`config.mk`:
```
export PLATFORM = sky130hd
export DESIGN_NAME = seq_key_unlock
export DESIGN_NICKNAME = d
export VERILOG_FILES = /design/src/rtl/seq_key_pkg.sv /design/src/rtl/seq_key_lfsr.sv /design/src/rtl/seq_key_unlock.sv
export SDC_FILE = /design/constraint.sdc
export NUM_CORES = 1
export LEC_CHECK = 0
export ABC_AREA = 1
export ABC_CLOCK_PERIOD_IN_PS = 4500
export CORE_MARGIN = 2
export CORE_UTILIZATION = 44
export CTS_BUF_LIST = sky130_fd_sc_hd__clkbuf_16
export DETAILED_ROUTE_END_ITERATION = 10
export PLACE_DENSITY = 0.86
export SLEW_MARGIN = 40
export SYNTH_ARGS = -nofsm -noshare
export SYNTH_HDL_FRONTEND = slang
export SYNTH_HIERARCHICAL = 1
export SYNTH_SLANG_ARGS = --single-unit
```
`constraint.sdc`:
```
create_clock -name clk -period 4.5 [get_ports clk]
set_input_delay 0.675 -clock clk [delete_from_list [all_inputs] [get_ports clk]]
set_output_delay 0.675 -clock clk [all_outputs]
set_load 0.02 [all_outputs]
```
`src/rtl/seq_key_pkg.sv`:
```
// Shared types and helpers for the sequence-key unlock block.
// Holds the lock state enum and the 8-bit keystream LFSR step function.
package seq_key_pkg;

    typedef enum logic {
        LOCKED   = 1'b0,
        UNLOCKED = 1'b1
    } state_t;

    // Feedback taps for x^8+x^6+x^5+x^4+1 in a shift-left register: bits 7,5,4,3
    localparam logic [7:0] LFSR_TAPS = 8'hB8;

    function automatic logic [7:0] lfsr8_next(input logic [7:0] cur);
        return {cur[6:0], ^(cur & LFSR_TAPS)};
    endfunction

endpackage

```
`src/rtl/seq_key_lfsr.sv`:
```
// 8-bit keystream register: reloads the seed on load, otherwise steps on adv.
// Reset also returns it to the seed so a fresh unlock always starts identically.
module seq_key_lfsr
    import seq_key_pkg::*;
(
    input  logic       clk,
    input  logic       rst,
    input  logic       load,
    input  logic       adv,
    input  logic [7:0] seed,
    output logic [7:0] q
);

    always_ff @(posedge clk) begin
        if (rst) begin
            q <= seed;
        end else if (load) begin
            q <= seed;
        end else if (adv) begin
            q <= lfsr8_next(q);
        end
    end

endmodule

```
`src/rtl/seq_key_unlock.sv`:
```
// Address-sequence key: unlocks after a programmed series of in-window reads,
// then serves one keystream bit per read. Optional idle relock: SEQ_KEY_TIMEOUT_EN.
module seq_key_unlock
    import seq_key_pkg::*;
#(
    parameter int                          SEQ_LEN     = 4,
    parameter int                          FIELD_W     = 4,
    parameter int                          FIELD_LSB   = 4,
    parameter int                          AW          = 14,
    parameter logic [1:0]                  WIN_HI      = 2'b01,
    parameter logic [SEQ_LEN*FIELD_W-1:0]  SEQ         = {4'h5, 4'hA, 4'h3, 4'hC},
    parameter logic [FIELD_W-1:0]          CLOSE_FIELD = 4'hF,
    parameter logic [7:0]                  LFSR_SEED   = 8'hA5,
    parameter int                          TIMEOUT     = 1024
) (
    input  logic                       clk,
    input  logic                       rst,
    input  logic                       bus_stb,
    input  logic                       sser_n,
    input  logic                       br_w,
    input  logic [AW-1:0]              addr,
    output logic                       sdrd,
    output logic                       sdrd_oe,
    output logic                       unlocked,
    output logic [$clog2(SEQ_LEN)-1:0] step
);

    localparam int SW = $clog2(SEQ_LEN);

    state_t               state_q, state_d;
    logic [SW-1:0]        step_d;
    logic                 sdrd_d, sdrd_oe_d;
    logic                 lfsr_load, lfsr_adv;
    logic [7:0]           lfsr_q;
    logic [FIELD_W-1:0]   field;
    logic                 win_hit, qa;
    logic [FIELD_W-1:0]   seq_tab [SEQ_LEN];
    logic                 unused_addr;

    // Step 0 lives in the most significant field of SEQ
    for (genvar i = 0; i < SEQ_LEN; i++) begin : g_seq_tab
        assign seq_tab[i] = SEQ[(SEQ_LEN-1-i)*FIELD_W +: FIELD_W];
    end

    assign win_hit     = bus_stb & ~sser_n & (addr[AW-1 -: 2] == WIN_HI);
    assign qa          = win_hit & br_w;
    assign field       = addr[FIELD_LSB +: FIELD_W];
    assign unlocked    = (state_q == UNLOCKED);
    assign unused_addr = ^addr;

    seq_key_lfsr u_lfsr (
        .clk  (clk),
        .rst  (rst),
        .load (lfsr_load),
        .adv  (lfsr_adv),
        .seed (LFSR_SEED),
        .q    (lfsr_q)
    );

`ifdef SEQ_KEY_TIMEOUT_EN
    localparam int TW = $clog2(TIMEOUT + 1);
    logic [TW-1:0] idle_q, idle_d;
    logic          timeout_hit;

    assign timeout_hit = (idle_q == TW'(TIMEOUT));
    assign idle_d      = (qa || timeout_hit) ? '0 : idle_q + TW'(1);

    always_ff @(posedge clk) begin
        if (rst) idle_q <= '0;
        else     idle_q <= idle_d;
    end
`endif

    always_comb begin
        state_d   = state_q;
        step_d    = step;
        sdrd_d    = sdrd;
        sdrd_oe_d = 1'b0;
        lfsr_load = 1'b0;
        lfsr_adv  = 1'b0;

        case (state_q)
            LOCKED: begin
                if (qa) begin
                    sdrd_oe_d = 1'b1;
                    sdrd_d    = ^step;
                    if (field == seq_tab[step]) begin
                        if (step == SW'(SEQ_LEN - 1)) begin
                            state_d   = UNLOCKED;
                            step_d    = '0;
                            lfsr_load = 1'b1;
                        end else begin
                            step_d = step + SW'(1);
                        end
                    end else if (field == seq_tab[0]) begin
                        // A mismatching read may itself begin a new attempt
                        step_d = SW'(1);
                    end else begin
                        step_d = '0;
                    end
                end else if (win_hit) begin
                    step_d = '0;
                end
            end
            UNLOCKED: begin
                if (qa) begin
                    sdrd_oe_d = 1'b1;
                    sdrd_d    = lfsr_q[0];
                    if (field == CLOSE_FIELD) begin
                        state_d = LOCKED;
                        step_d  = '0;
                    end else begin
                        lfsr_adv = 1'b1;
                    end
                end
            end
            default: begin
                state_d = LOCKED;
                step_d  = '0;
            end
        endcase

`ifdef SEQ_KEY_TIMEOUT_EN
        if (!qa && timeout_hit) begin
            state_d = LOCKED;
            step_d  = '0;
        end
`endif
    end

    always_ff @(posedge clk) begin
        if (rst) begin
            state_q <= LOCKED;
            step    <= '0;
            sdrd    <= 1'b0;
            sdrd_oe <= 1'b0;
        end else begin
            state_q <= state_d;
            step    <= step_d;
            sdrd    <= sdrd_d;
            sdrd_oe <= sdrd_oe_d;
        end
    end

endmodule

```
==> results.sh, run 1 <==
# physical design summary
export IMPL_run_status="completed"
export IMPL_path_delay_family="simple AND/OR/NAND/NOR gates"
export IMPL_tns_ps=0
export IMPL_die_height_um=46.5
export IMPL_tap_cell_count=25
export IMPL_worst_hold_slack_ps=464
export IMPL_share_seq_of_total_power_pct=39.8
export IMPL_postSynthSeqShare_pct=42.9
export IMPL_cts_root_buffer="sky130_fd_sc_hd__clkbuf_16"
export IMPL_tritoncts_num_sinks=13
export IMPL_fp_dieArea_um2=2160
export IMPL_yosys_area_top_type="sky130_fd_sc_hd__edfxtp_1"
export IMPL_stage_log_warnings=34
export IMPL_area_growth_syn_to_layout_pct=33.8
export IMPL_post_synth_top_count_cell="sky130_fd_sc_hd__nand2_1"
export IMPL_boundaryPins=24
export IMPL_synthDistinctLibCells=20
export IMPL_gr_usage_met1_pct=20.0
export IMPL_groute_usage_overall_pct=16.9
export IMPL_worst_r2r_startpoint="step[0]"
export IMPL_core_rowCount=15
export IMPL_area_leaders="sky130_fd_sc_hd__edfxtp_1 (30%), sky130_fd_sc_hd__nand2_1 (14%), sky130_fd_sc_hd__dfxtp_1 (13%)"
export IMPL_netSwitchingPower_mw=0.0746
export IMPL_place_hpwl_um=1220
export IMPL_grtUsageMet3_pct=3.53
export IMPL_setup_worst_path_end_class="flip-flop"
export IMPL_timing_fmax_mhz=412
export IMPL_cts_hold_buf=0
export IMPL_tritoncts_num_buffers=3
export IMPL_drtIter0Drc=21
export IMPL_nNonClkBuffers=15
export IMPL_top_power_group="clock"
export IMPL_netlist_top_cells_count="sky130_fd_sc_hd__nand2_1 (29), sky130_fd_sc_hd__nor2_1 (15), sky130_fd_sc_hd__inv_1 (14)"
export IMPL_placed_area_um2=982
export IMPL_layout_cells_largest_class="logic gates"
export IMPL_final_cell_count_no_fill=151
export IMPL_drc=0
export IMPL_hold_startpoint="sdrd"
export IMPL_nonClockInverterCount=14
export IMPL_antennaDiodeCount=0
export IMPL_post_cts_resized=0
export IMPL_clock_insertion_delay_worst_skew_ps=240
export IMPL_cts_setup_buffers=0
export IMPL_powerSeq_mw=0.137
export IMPL_path_common_cell="sky130_fd_sc_hd__nand2_1"
export IMPL_comb_power_mw=0.0403
export IMPL_biggestRegsByFlops="u_lfsr/q: 8 flops, step: 2 flops"
export IMPL_multi_input_comb_cells=80
export IMPL_leakage_nw=0.482
export IMPL_dp_cells=147
export IMPL_synth_area_um2=793
export IMPL_crit_slowest_cell="sky130_fd_sc_hd__clkdlybuf4s50_1"
export IMPL_criticalPathCategory="in -> reg"
export IMPL_first_pass_drt_iterations=4
export IMPL_timing_rr_end="u_lfsr/q[2]"
export IMPL_worst_setup_path_endpoint="u_lfsr/q[2]"
export IMPL_detailroute_via_count=701
export IMPL_critical_path_cell_chain="clkdlybuf4s50_1 -> inv_1 -> nand3_1 -> nand2_1 -> nand2_1 -> nor2_1 -> nand2_1 -> inv_1 -> nor2_4 -> mux2_2"
export IMPL_mostFrequentLayoutCell="sky130_fd_sc_hd__nand2_1"
export IMPL_path_buffers=3
export IMPL_grt_use_met2_pct=29.4
export IMPL_worst_endpoint_required_ps=4490
export IMPL_cap_viol_max_count=0
export IMPL_max_ffs_per_register=8
export IMPL_yosys_most_used_dff="sky130_fd_sc_hd__edfxtp_1"
export IMPL_seq_area_share_pct=32.1
export IMPL_seqCellArea_um2=340
export IMPL_globalRoute_totalOverflow=0
export IMPL_max_flop_register="u_lfsr/q"
export IMPL_drt_antenna_violating_nets=0
export IMPL_drv_slew=0
export IMPL_critPathLaunchType="primary input"
export IMPL_place_port_buffers=15
export IMPL_synth_top_cell_area_share_pct=30.3
export IMPL_vias_per_cell=4.64
-- run 1: through the flow --
step | util, % | setup WS (ps)
6_report | 62.1 | 2070
5_1_grt | 62.1 | 1940
4_1_cts | 62.1 | 2090
3_5_place_dp | 57.5 | 1840
3_3_place_gp | 57.5 | 1960
2_1_floorplan | - | 2490
-- run 1: cells by family after synthesis --
family / after synthesis / synth area share (%)
compound gates: 7 / 4.42
fa+ha+maj: 1 / 1.58
buf+inv: 15 / 8.52
flops: 13 / 42.9
mux: 4 / 6.15
other cells: 2 / 0.947
simple gates: 60 / 35.5
-- run 1: routing by layer --
metal	wire length, µm	vias to the layer above	share of wire (%)
met3	70	2	4.4
met1	659	314	41
met5	0	-	0
li1	-	366	-
met2	838	19	53
met4	22	0	1.4
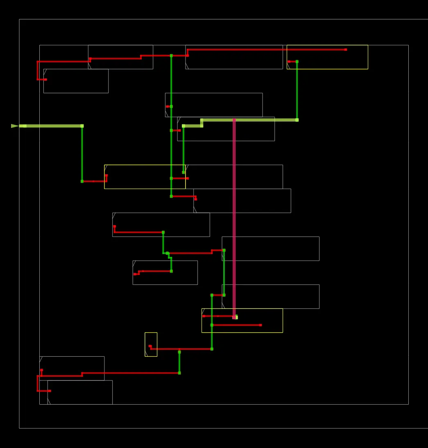
Figure 1: run 1, clock routing.
clock tree buffer count of the final layout: 3
setup clock skew after layout: 2.72 ps
flip-flops: 13
Clock net power: 0.167 mW

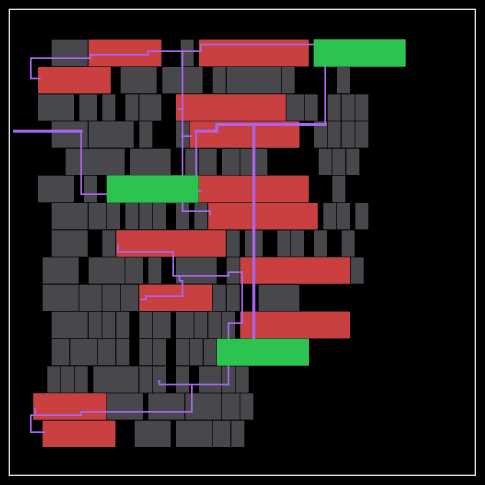
Figure 2: run 1, clock distribution.
Drawn at 10 px/µm.
[clock-net drivers] green | count: 3
[flip-flops] red | count: 13
[clock wires] purple | length: 202 µm
routed clock nets	4

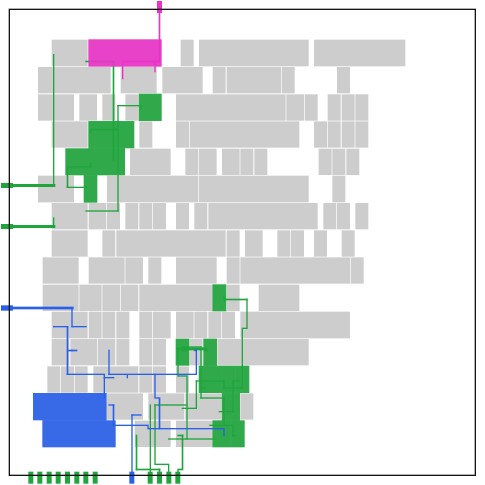
Figure 3: run 1, wires at chosen ports, followed through buffers.
Drawn at 10 px/µm.
port	colour	direction	edge	end cells	buffers	wire
`addr`	green	input	12 bottom, 2 left	13	6	149 µm
`sdrd_oe`	magenta	output	top	1	1	11.8 µm
`step`	blue	output	1 bottom, 1 left	2	2	64.0 µm

Figure 4. Signal wires on met3 (run 1).
Drawn at 8 px/µm.
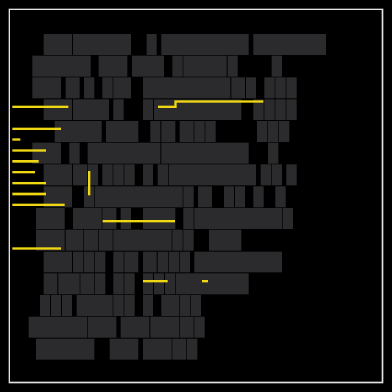

==> inputs of run 2 (changes only) <==
--- a/config.mk
+++ b/config.mk
@@ -6,12 +6,12 @@
 export NUM_CORES = 1
 export LEC_CHECK = 0
 export ABC_AREA = 1
-export ABC_CLOCK_PERIOD_IN_PS = 4500
+export ABC_CLOCK_PERIOD_IN_PS = 2050
 export CORE_MARGIN = 2
-export CORE_UTILIZATION = 44
+export CORE_UTILIZATION = 41
 export CTS_BUF_LIST = sky130_fd_sc_hd__clkbuf_16
 export DETAILED_ROUTE_END_ITERATION = 10
-export PLACE_DENSITY = 0.86
+export PLACE_DENSITY = 0.84
 export SLEW_MARGIN = 40
 export SYNTH_ARGS = -nofsm -noshare
 export SYNTH_HDL_FRONTEND = slang
==> constraint.sdc (replaced) <==
create_clock -name clk -period 2.05 [get_ports clk]
set_input_delay 0.3075 -clock clk [delete_from_list [all_inputs] [get_ports clk]]
set_output_delay 0.3075 -clock clk [all_outputs]
set_load 0.02 [all_outputs]
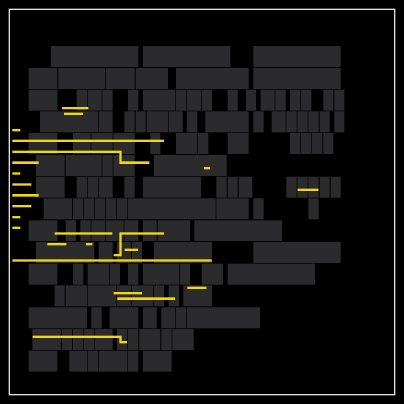
Figure 5: run 2, signal wires on met3.
Drawn at 8 px/µm.
share of all routed wire	7.2%
longest straight run	24.6 µm
nets with wire on the layer	21

==> results.sh, run 2 <==
# physical design summary
export IMPL_drtIter0Drc=19
export IMPL_cap_viol_max_count=0
export IMPL_nNonClkBuffers=26
export IMPL_post_cts_resized=0
export IMPL_detailroute_via_count=773
export IMPL_fin_worst_skew_ps=3.46
export IMPL_ys_sh_xor_pct=0
export IMPL_comb_power_mw=0.104
export IMPL_globalRoute_totalOverflow=0
export IMPL_yosys_area_top_type="sky130_fd_sc_hd__edfxtp_1"
export IMPL_final_core_util_pct=65.0
export IMPL_yosys_most_used_dff="sky130_fd_sc_hd__edfxtp_1"
export IMPL_cts_root_buffer="sky130_fd_sc_hd__clkbuf_16"
export IMPL_top_signal_layer_used="met4"
export IMPL_powerSeq_mw=0.301
export IMPL_synth_simple_gate_area_share_pct=35.5
export IMPL_die_height_um=48.0
export IMPL_worst_hold_slack_ps=462
export IMPL_post_synth_top_count_cell="sky130_fd_sc_hd__nand2_1"
export IMPL_critPathLaunchType="flip-flop"
export IMPL_path_delay_family="simple AND/OR/NAND/NOR gates"
export IMPL_multi_input_comb_cells=80
export IMPL_pg_clk_mw=0.369
export IMPL_place_port_buffers=15
export IMPL_grtUsageMet3_pct=5.66
export IMPL_top_power_group="clock"
export IMPL_crit_slowest_cell="sky130_fd_sc_hd__mux2_2"
export IMPL_layout_cells_largest_class="logic gates"
export IMPL_vias_per_cell=4.77
export IMPL_synth_area_um2=793
export IMPL_run_status="completed"
export IMPL_drc=0
export IMPL_area_leaders="sky130_fd_sc_hd__edfxtp_1 (30%), sky130_fd_sc_hd__nand2_1 (14%), sky130_fd_sc_hd__dfxtp_1 (13%)"
export IMPL_synth_top_cell_area_share_pct=30.3
export IMPL_share_seq_of_total_power_pct=38.8
export IMPL_tritoncts_num_sinks=13
export IMPL_netlist_logic_family_top="simple AND/OR/NAND/NOR gates"
export IMPL_nonClockInverterCount=14
export IMPL_tap_cell_count=25
export IMPL_drt_antenna_violating_nets=0
export IMPL_leakage_nw=0.532
export IMPL_groute_usage_overall_pct=18.3
export IMPL_detailroute_wirelength_met3_um=125
export IMPL_drv_slew=0
export IMPL_post_place_ws_ps=-84.1
run 2: worst min-delay path, stage by stage, from the launching register on:
cell                      delay (ps)
sky130_fd_sc_hd__dfxtp_1         300
sky130_fd_sc_hd__nand2_1          60
sky130_fd_sc_hd__a21oi_1          60
run 2: metrics by stage:
stage               area (µm²)  power, mW  setup TNS, ps  cells
finish                    1150      0.774              0    162
global route              1150      0.796              0    162
CTS                       1140      0.775              0    162
detailed placement        1060      0.408           -176    158
global placement          1060      0.402          -41.9    158
floorplan                  816      0.357              0    108
run 2: logic make-up after synthesis:
kind of cell / Yosys count
buffers and inverters: 15
AND/OR/NAND/NOR: 60
AND-OR/OR-AND: 7
multiplexers: 4
adder cells (fa/ha/maj): 1
flip-flops: 13
other: 2
Figure 6. Cells coloured by class (run 2).
Drawn at 6 px/µm.
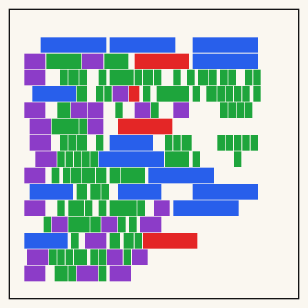

==> inputs of run 3 (changes only) <==
--- a/config.mk
+++ b/config.mk
@@ -6,7 +6,6 @@
 export NUM_CORES = 1
 export LEC_CHECK = 0
 export ABC_AREA = 1
-export ABC_CLOCK_PERIOD_IN_PS = 2050
 export CORE_MARGIN = 2
 export CORE_UTILIZATION = 41
 export CTS_BUF_LIST = sky130_fd_sc_hd__clkbuf_16
==> constraint.sdc (replaced) <==
create_clock -name clk -period 2.05 [get_ports clk]
set_input_delay 0.3075 -clock clk [delete_from_list [all_inputs] [get_ports clk]]
set_output_delay 0.3075 -clock clk [all_outputs]
set_load 0.05 [all_outputs]
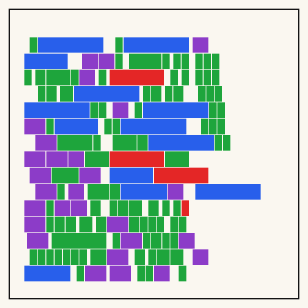
Figure 7: run 3, cells coloured by class.
Drawn at 6 px/µm.
class	colour	cells	share of their area
sequential cells	blue	13	30%
clock drivers and dummy loads	red	4	6.9%
remaining buffers and delay cells	purple	28	22%
remaining logic cells	green	94	42%

==> results.sh, run 3 <==
# physical design summary
export IMPL_top_signal_layer_used="met4"
export IMPL_pg_clk_mw=0.359
export IMPL_place_port_buffers=15
export IMPL_comb_power_mw=0.112
export IMPL_stage_log_warnings=34
export IMPL_cap_viol_max_count=0
export IMPL_top_power_group="clock"
export IMPL_timing_fmax_mhz=519
export IMPL_fin_worst_skew_ps=2.89
export IMPL_die_height_um=48.0
export IMPL_setup_worst_path_end_class="flip-flop"
export IMPL_finalWorstSetupSlack_ps=124
export IMPL_drc=0
export IMPL_seqCellArea_um2=343
export IMPL_max_flop_register="u_lfsr/q"
export IMPL_synthAoiAreaFrac_pct=4.42
export IMPL_globalRoute_totalOverflow=0
export IMPL_nNonClkBuffers=28
export IMPL_final_cell_area_um2=1180
export IMPL_tritoncts_num_sinks=13
export IMPL_share_seq_of_total_power_pct=39.1
export IMPL_cts_root_buffer="sky130_fd_sc_hd__clkbuf_16"
export IMPL_max_ffs_per_register=8
export IMPL_path_buffers=1
export IMPL_worst_setup_path_endpoint="u_lfsr/q[2]"
export IMPL_post_synth_top_count_cell="sky130_fd_sc_hd__nand2_1"
export IMPL_netSwitchingPower_mw=0.164
export IMPL_drtIter0Drc=9
export IMPL_ys_sh_xor_pct=0
export IMPL_run_status="completed"
export IMPL_yosys_area_top_type="sky130_fd_sc_hd__edfxtp_1"
export IMPL_worst_endpoint_required_ps=2030
export IMPL_post_cts_resized=2
export IMPL_leakage_nw=0.539
export IMPL_final_core_util_pct=66.8
export IMPL_detailroute_via_count=777
export IMPL_yosys_most_used_dff="sky130_fd_sc_hd__edfxtp_1"
export IMPL_gr_usage_met1_pct=23.3
export IMPL_worst_r2r_startpoint="step[0]"
export IMPL_drv_slew=0
export IMPL_boundaryPins=24
export IMPL_critical_path_cell_chain="ha_4 -> nor2_1 -> nor2_2 -> nand2_1 -> nor2_2 -> nand2_1 -> inv_2 -> nor2_4 -> mux2_2"
export IMPL_tap_cell_count=25
export IMPL_drt_antenna_violating_nets=0
export IMPL_criticalPathCategory="reg -> reg"
export IMPL_seq_cells=13
export IMPL_worst_hold_slack_ps=476
export IMPL_clock_buffers=3
export IMPL_multi_input_comb_cells=80
export IMPL_antennaDiodeCount=0
export IMPL_postSynthSeqShare_pct=42.9
export IMPL_clock_insertion_delay_worst_skew_ps=240
export IMPL_grt_use_met2_pct=34.4
export IMPL_critPathLaunchType="flip-flop"
export IMPL_detail_route_wirelength_met1_um=821
export IMPL_cts_setup_buffers=0
export IMPL_netlist_top_cells_count="sky130_fd_sc_hd__nand2_1 (29), sky130_fd_sc_hd__nor2_1 (15), sky130_fd_sc_hd__inv_1 (14)"
export IMPL_synthMuxAreaShare_pct=6.15
export IMPL_grtUsageMet3_pct=3.40
export IMPL_timing_rr_end="u_lfsr/q[2]"
export IMPL_powerSeq_mw=0.302
export IMPL_tns_ps=0
export IMPL_first_pass_drt_iterations=4
export IMPL_synth_area_um2=793
export IMPL_fp_dieArea_um2=2300
export IMPL_mostFrequentLayoutCell="sky130_fd_sc_hd__nand2_1"
export IMPL_nonClockInverterCount=14
export IMPL_detailroute_wirelength_met3_um=54
-- run 3: cell counts after synthesis --
No cell type changed its count.
-- run 3: how the worst min path moves through the flow --
stage	to	slack (ps)	depth (start not counted)	startpoint
6_report	sdrd	480	2	sdrd
5_1_grt	sdrd	530	2	sdrd
4_1_cts	sdrd	480	2	sdrd
3_5_place_dp	sdrd	470	2	sdrd
3_3_place_gp	sdrd	450	2	sdrd
2_1_floorplan	step[0]	370	1	rst
-- run 3: logic make-up (layout without fill, tap and decap cells) --
logic type,after synthesis,count (layout)
muxes,4,4
buffers and inverters,15,46
adders and majority gates,1,1
DFF,13,13
and+or+nand+nor,60,60
AOI/OAI and AO/OA,7,7
other,2,8
No activity file was given, so power comes from the tool's default toggle rates.
